[src/rtl/matrix_operand_buffer_if.sv]
// Handshake bundle between register decode / compute array and the operand buffer.
// The buffer takes the slave modport; the register decode and consumer side take master.
interface matrix_operand_buffer_if #(
  parameter int ELEM_W = 8,
  parameter int ELEMS  = 9,
  parameter int ROWS   = 4
);
  localparam int ROW_W = ELEM_W * ELEMS;
  localparam int LVL_W = $clog2(ROWS + 1);

  logic              clear;
  logic              load_en;
  logic              valid_input;
  logic [31:0]       PWDATA;
  logic              in_ready;
  logic              load_done;
  logic              out_valid;
  logic              out_ready;
  logic [ROW_W-1:0]  out_data;
  logic [LVL_W-1:0]  level;
  logic              ovf_err;

  modport master (
    output clear, load_en, valid_input, PWDATA, out_ready,
    input  in_ready, load_done, out_valid, out_data, level, ovf_err
  );

  modport slave (
    input  clear, load_en, valid_input, PWDATA, out_ready,
    output in_ready, load_done, out_valid, out_data, level, ovf_err
  );
endinterface

[src/rtl/matrix_operand_buffer.sv]
// Packs 32-bit APB words into ELEM_W*ELEMS-bit rows and queues them in a ROWS-deep FIFO.
// Optional sticky overflow flag: define MATRIX_BUF_OVF_STICKY_EN.
module matrix_operand_buffer #(
  parameter int ELEM_W = 8,
  parameter int ELEMS  = 9,
  parameter int ROWS   = 4
) (
  input  logic                    clk,
  input  logic                    rst,
  matrix_operand_buffer_if.slave  bus
);
  localparam int ROW_W  = ELEM_W * ELEMS;
  localparam int WPR    = (ROW_W + 31) / 32;
  localparam int LAST_W = ROW_W - 32 * (WPR - 1);
  localparam int PTR_W  = $clog2(ROWS);
  localparam int LVL_W  = $clog2(ROWS + 1);
  localparam int CNT_W  = (WPR > 1) ? $clog2(WPR) : 1;

  localparam logic [CNT_W-1:0] CNT_LAST = CNT_W'(WPR - 1);
  localparam logic [LVL_W-1:0] LVL_FULL = LVL_W'(ROWS);

  logic [CNT_W-1:0] word_cnt;
  logic [PTR_W-1:0] wr_ptr;
  logic [PTR_W-1:0] rd_ptr;
  logic [LVL_W-1:0] level_q;
  logic [ROW_W-1:0] mem [ROWS];
  logic [ROW_W-1:0] row;

  logic last_word;
  logic in_rdy;
  logic acc;
  logic push;
  logic pop;

  // Only the last word of a row needs FIFO space, so a full FIFO still takes leading words.
  always_comb begin
    last_word = (word_cnt == CNT_LAST);
    in_rdy    = !last_word || (level_q != LVL_FULL);
    acc       = bus.load_en && bus.valid_input && in_rdy && !bus.clear;
    push      = acc && last_word;
    pop       = (level_q != '0) && bus.out_ready && !bus.clear;
  end

  assign bus.in_ready  = in_rdy;
  assign bus.load_done = push;
  assign bus.out_valid = (level_q != '0);
  assign bus.out_data  = mem[rd_ptr];
  assign bus.level     = level_q;

  generate
    if (WPR > 1) begin : g_asm
      localparam int ASM_W = 32 * (WPR - 1);
      logic [ASM_W-1:0] asm_q;

      always_ff @(posedge clk or negedge rst) begin
        if (!rst) begin
          asm_q <= '0;
        end else if (bus.clear) begin
          asm_q <= '0;
        end else if (acc && !last_word) begin
          asm_q <= (asm_q << 32) | ASM_W'(bus.PWDATA);
        end
      end

      // Earlier words occupy the MSBs; only the low LAST_W bits of the final word are kept.
      assign row = {asm_q, bus.PWDATA[LAST_W-1:0]};
    end else begin : g_single
      assign row = bus.PWDATA[LAST_W-1:0];
    end
  endgenerate

  always_ff @(posedge clk or negedge rst) begin
    if (!rst) begin
      word_cnt <= '0;
    end else if (bus.clear) begin
      word_cnt <= '0;
    end else if (acc) begin
      word_cnt <= last_word ? '0 : word_cnt + CNT_W'(1);
    end
  end

  always_ff @(posedge clk or negedge rst) begin
    if (!rst) begin
      for (int unsigned i = 0; i < ROWS; i++) begin
        mem[i] <= '0;
      end
    end else if (push) begin
      mem[wr_ptr] <= row;
    end
  end

  always_ff @(posedge clk or negedge rst) begin
    if (!rst) begin
      wr_ptr  <= '0;
      rd_ptr  <= '0;
      level_q <= '0;
    end else if (bus.clear) begin
      wr_ptr  <= '0;
      rd_ptr  <= '0;
      level_q <= '0;
    end else begin
      if (push) wr_ptr <= wr_ptr + PTR_W'(1);
      if (pop)  rd_ptr <= rd_ptr + PTR_W'(1);
      case ({push, pop})
        2'b10:   level_q <= level_q + LVL_W'(1);
        2'b01:   level_q <= level_q - LVL_W'(1);
        default: level_q <= level_q;
      endcase
    end
  end

`ifdef MATRIX_BUF_OVF_STICKY_EN
  logic ovf_q;

  always_ff @(posedge clk or negedge rst) begin
    if (!rst) begin
      ovf_q <= 1'b0;
    end else if (bus.clear) begin
      ovf_q <= 1'b0;
    end else if (bus.load_en && bus.valid_input && !in_rdy) begin
      ovf_q <= 1'b1;
    end
  end

  assign bus.ovf_err = ovf_q;
`else
  assign bus.ovf_err = 1'b0;
`endif

endmodule

[src/flat_wrapper.sv]
// flat-port wrapper written by rule: the top's interface ports become plain ports
module matrix_operand_buffer_flat 
#(
  parameter int ELEM_W = 8,
  parameter int ELEMS  = 9,
  parameter int ROWS   = 4
)
  (clk, rst, bus_clear, bus_load_en, bus_valid_input, bus_PWDATA, bus_out_ready, bus_in_ready, bus_load_done, bus_out_valid, bus_out_data, bus_level, bus_ovf_err);
  matrix_operand_buffer_if #(.ELEM_W(ELEM_W), .ELEMS(ELEMS), .ROWS(ROWS)) bus_i ();
  input  logic clk;
  input  logic rst;
  input wire logic [$bits(bus_i.clear)-1:0] bus_clear;
  input wire logic [$bits(bus_i.load_en)-1:0] bus_load_en;
  input wire logic [$bits(bus_i.valid_input)-1:0] bus_valid_input;
  input wire logic [$bits(bus_i.PWDATA)-1:0] bus_PWDATA;
  input wire logic [$bits(bus_i.out_ready)-1:0] bus_out_ready;
  output wire logic [$bits(bus_i.in_ready)-1:0] bus_in_ready;
  output wire logic [$bits(bus_i.load_done)-1:0] bus_load_done;
  output wire logic [$bits(bus_i.out_valid)-1:0] bus_out_valid;
  output wire logic [$bits(bus_i.out_data)-1:0] bus_out_data;
  output wire logic [$bits(bus_i.level)-1:0] bus_level;
  output wire logic [$bits(bus_i.ovf_err)-1:0] bus_ovf_err;
  assign bus_i.clear = bus_clear;
  assign bus_i.load_en = bus_load_en;
  assign bus_i.valid_input = bus_valid_input;
  assign bus_i.PWDATA = bus_PWDATA;
  assign bus_i.out_ready = bus_out_ready;
  assign bus_in_ready = bus_i.in_ready;
  assign bus_load_done = bus_i.load_done;
  assign bus_out_valid = bus_i.out_valid;
  assign bus_out_data = bus_i.out_data;
  assign bus_level = bus_i.level;
  assign bus_ovf_err = bus_i.ovf_err;
  matrix_operand_buffer #(.ELEM_W(ELEM_W), .ELEMS(ELEMS), .ROWS(ROWS)) u_core (.clk(clk), .rst(rst), .bus(bus_i));
endmodule
[config.mk]
export PLATFORM = sky130hd
export DESIGN_NAME = matrix_operand_buffer_flat
export DESIGN_NICKNAME = d
export VERILOG_FILES = /design/src/rtl/matrix_operand_buffer_if.sv /design/src/rtl/matrix_operand_buffer.sv /design/src/flat_wrapper.sv
export SDC_FILE = /design/constraint.sdc
export NUM_CORES = 1
export LEC_CHECK = 0
export CAP_MARGIN = 0
export CORE_ASPECT_RATIO = 1.1
export CORE_UTILIZATION = 45
export CTS_BUF_LIST = sky130_fd_sc_hd__clkbuf_4
export DETAILED_ROUTE_END_ITERATION = 6
export SETUP_SLACK_MARGIN = 0.2
export SLEW_MARGIN = 5
export SYNTH_ARGS = -nofsm -noshare
export SYNTH_HDL_FRONTEND = slang
export SYNTH_SLANG_ARGS = --single-unit
[constraint.sdc]
create_clock -name clk -period 3.08 [get_ports clk]
set_input_delay 0.616 -clock clk [delete_from_list [all_inputs] [get_ports clk]]
set_output_delay 0.616 -clock clk [all_outputs]
set_load 0.005 [all_outputs]
Placed cells, one color a class:
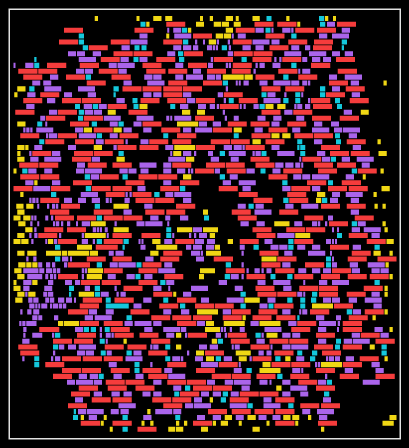
legend:
  cyan:
    class: clock drivers and dummy loads
    cells: 165
    share_of_their_area: 6.6%
  purple:
    class: remaining logic cells
    cells: 623
    share_of_their_area: 34%
  yellow:
    class: remaining buffers and delay cells
    cells: 184
    share_of_their_area: 11%
  red:
    class: registers
    cells: 361
    share_of_their_area: 49%

Placement density heat map:
Bar = 50 um. 18 x 20 tiles, from black (low) to pale yellow (high), 0 to 100% covered.
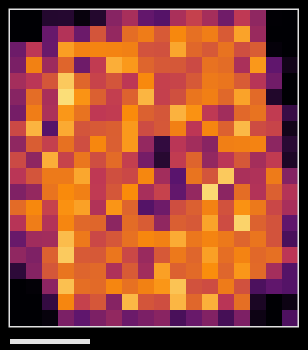
fullest tile: 93%
nearly empty tiles: 5.8%
mean over tiles: 52%
tiles over 75% full: 12%

Nets reached from selected ports:
Bar = 50 um.
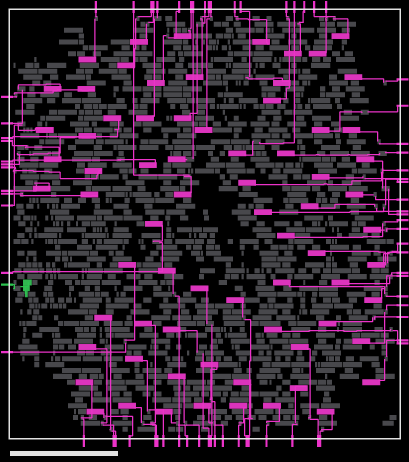
legend:
  magenta:
    port: bus_out_data
    bits: 72
    direction: output
    edge: 21 south, 21 east, 18 north, 12 west
    end_cells: 72
    buffers: 72
    wire: 3070 um
  green:
    port: bus_load_en
    bits: 1
    direction: input
    edge: west
    end_cells: 3
    buffers: 1
    wire: 13.1 um

Supply network:
Bar = 50 um. Pins as bars on the die edge.
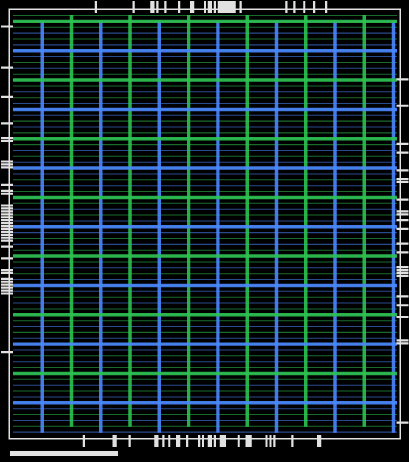
legend:
  green:
    net: VDD
  blue:
    net: VSS
signal pins: 117
met5 straps: 14
rows: 71
met4 straps: 13
met1 rails: 72

Routing congestion:
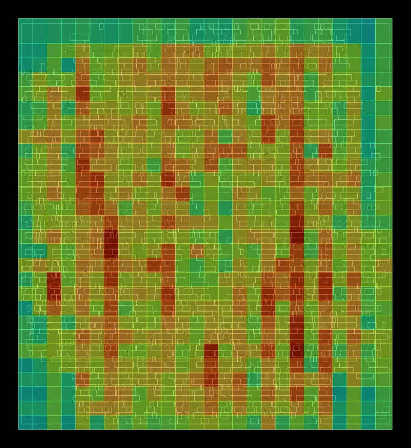
average wire per cell in the routed design: 20.4 um
Layout Utilization: 0.556
met1 demand-to-capacity share in global routing: 0.282

==> results_tabular.tex <==
% Yosys + OpenROAD metrics
\begin{tabular}{lr}
\hline
Metric & Value \\
\hline
\multicolumn{2}{l}{\textbf{Timing}} \\
\quad Final Skew & 0.0300 ns \\
\quad Fmax & 0.337 GHz \\
\quad Final critical delay including setup and external delays & approximately 3.0 ns \\
\quad Share of the clock period used by the worst path after layout & 0.964 \\
\quad Final-report max-slew violation count & 0 \\
\quad Max-slew headroom & 0.454 \\
\quad Final tally of hold violations & 0 \\
\quad Least-Margin Pin Slew & 0.818 ns \\
\multicolumn{2}{l}{\textbf{Cells and area}} \\
\quad Most frequent logic cells in the routed design & 356 x sky130\_fd\_sc\_hd\_\_dfrtp\_1, 289 x sky130\_fd\_sc\_hd\_\_mux2\_2, 156 x sky130\_fd\_sc\_hd\_\_clkbuf\_4 \\
\quad Area growth, synth to finish & 21.2\% \\
\quad Number of nets in the finished design & 1308 \\
\multicolumn{2}{l}{\textbf{Power}} \\
\quad LEAKAGE & between 9 and 10 nW \\
\quad IR Drop Worst-Case VDD & 0.225 mV \\
\multicolumn{2}{l}{\textbf{GRT}} \\
\quad Overall overflow remaining after global route & 0 \\
\quad Initial antenna violation count & 1 \\
\quad Via count of the first global-routing pass & 10361 \\
\quad Met2 Use GR & 0.354 \\
\quad GRT Overall Usage & 0.215 \\
\multicolumn{2}{l}{\textbf{Setup path}} \\
\quad Ordered list of cells on the worst path & buf\_12 > buf\_8 > buf\_6 > buf\_16 > mux4\_2 > buf\_2 \\
\quad Critical path type & flip-flop to output port \\
\quad Delay of the slowest cell on the worst path & 0.53 ns \\
\quad WP data required & $\sim$2.5 ns \\
\multicolumn{2}{l}{\textbf{Die}} \\
\quad Number of ports placed on the die boundary & around 120 \\
\quad Die boundary width & about 180 um \\
\quad Initial standard-cell utilization of the core & 0.459 \\
\quad Placeable core region & 34400 um2 \\
\quad DIE HEIGHT & 198 um \\
\multicolumn{2}{l}{\textbf{Yosys}} \\
\quad Synthesized registers & 361 \\
\quad Xor and xnor fraction of the mapped netlist area & 0.00167 \\
\quad Tally of yosys warning messages & 0 \\
\quad Unique cell types & 40 \\
\quad Top logic family & multiplexers \\
\multicolumn{2}{l}{\textbf{Routing}} \\
\quad Routed met3 length & 1520 um \\
\quad Number of design rule violations left after detail routing & 0 \\
\quad Routed length on met2 & 17800 um \\
\multicolumn{2}{l}{\textbf{Clock tree}} \\
\quad Number of levels the H-tree was split into & 3 \\
\multicolumn{2}{l}{\textbf{Flow run}} \\
\quad \# Max-Cap Violations & 0 \\
\multicolumn{2}{l}{\textbf{Status}} \\
\quad Outcome & complete, no violations \\
\multicolumn{2}{l}{\textbf{Placement}} \\
\quad Post-place instance area & approximately 17000 um2 \\
\hline
\end{tabular}
==> worst paths after layout <==
kind,to,depth (start not counted),slack (ns),start
worst max-delay path,bus_out_data[69],6,0.11,u_core.rd_ptr[0]
worst min-delay path,u_core.mem[262],2,0.42,rst
worst max register to register,u_core.bus.level[1],8,0.80,u_core.bus.level[2]
worst min register to register,u_core.mem[63],1,0.50,u_core.mem[63]
max in group asynchronous,u_core.mem[54],3,1.80,rst
min in group clk,u_core.g_asm.asm_q[14],3,0.42,bus_PWDATA[14]
==> final cells by class <==
cell class / instances / area [um2]
diodes: 1 / 2.50
clock buffers: 156 / 1170
clock inverters: 9 / 60.1
fillers: 2922 / 15300
inverters: 4 / 15.0
multi-input cells: 619 / 6300
flip-flops and latches: 361 / 9040
well taps: 438 / 548
repair buffers: 184 / 1970
==> critical path, delay by kind of cell, from the launching register on <==
| kind | cells | cell delay, ns |
|---|---|---|
| DFF | 1 | 0.53 |
| buffers and inverters | 5 | 0.68 |
| muxes | 1 | 0.41 |
==> through the flow <==
step / worst slack [ns] / hold slack (ns) / power (mW) / std cells
global route: 0.0190 / 0.386 / 9.89 / 1772
floorplan: 0.568 / 0.320 / 5.03 / 1052
CTS: 0.0354 / 0.336 / 9.59 / 1761
finish: 0.110 / 0.420 / 9.41 / 1772
global placement: 0.374 / 0.482 / 5.30 / 1565
detailed placement: 0.339 / 0.487 / 5.30 / 1565
==> repair_timing <==
action / 4_1_cts / 5_1_grt
gates cloned: 10 / 0
hold buffers: 1 / 0
setup buffers: 20 / 10
endpoints found under the hold margin: 53 / 0
gates resized: 309 / 38
endpoints found under the setup margin: 75 / 60
==> power breakdown <==
group          leakage (nW)  internal (mW)  switching [mW]
combinational          3.90          0.150           0.202
sequential             5.02           4.79          0.0548
clock                 0.750           2.34            1.88
total                  9.67           7.28            2.13
Power and IR drop assume default switching activity.
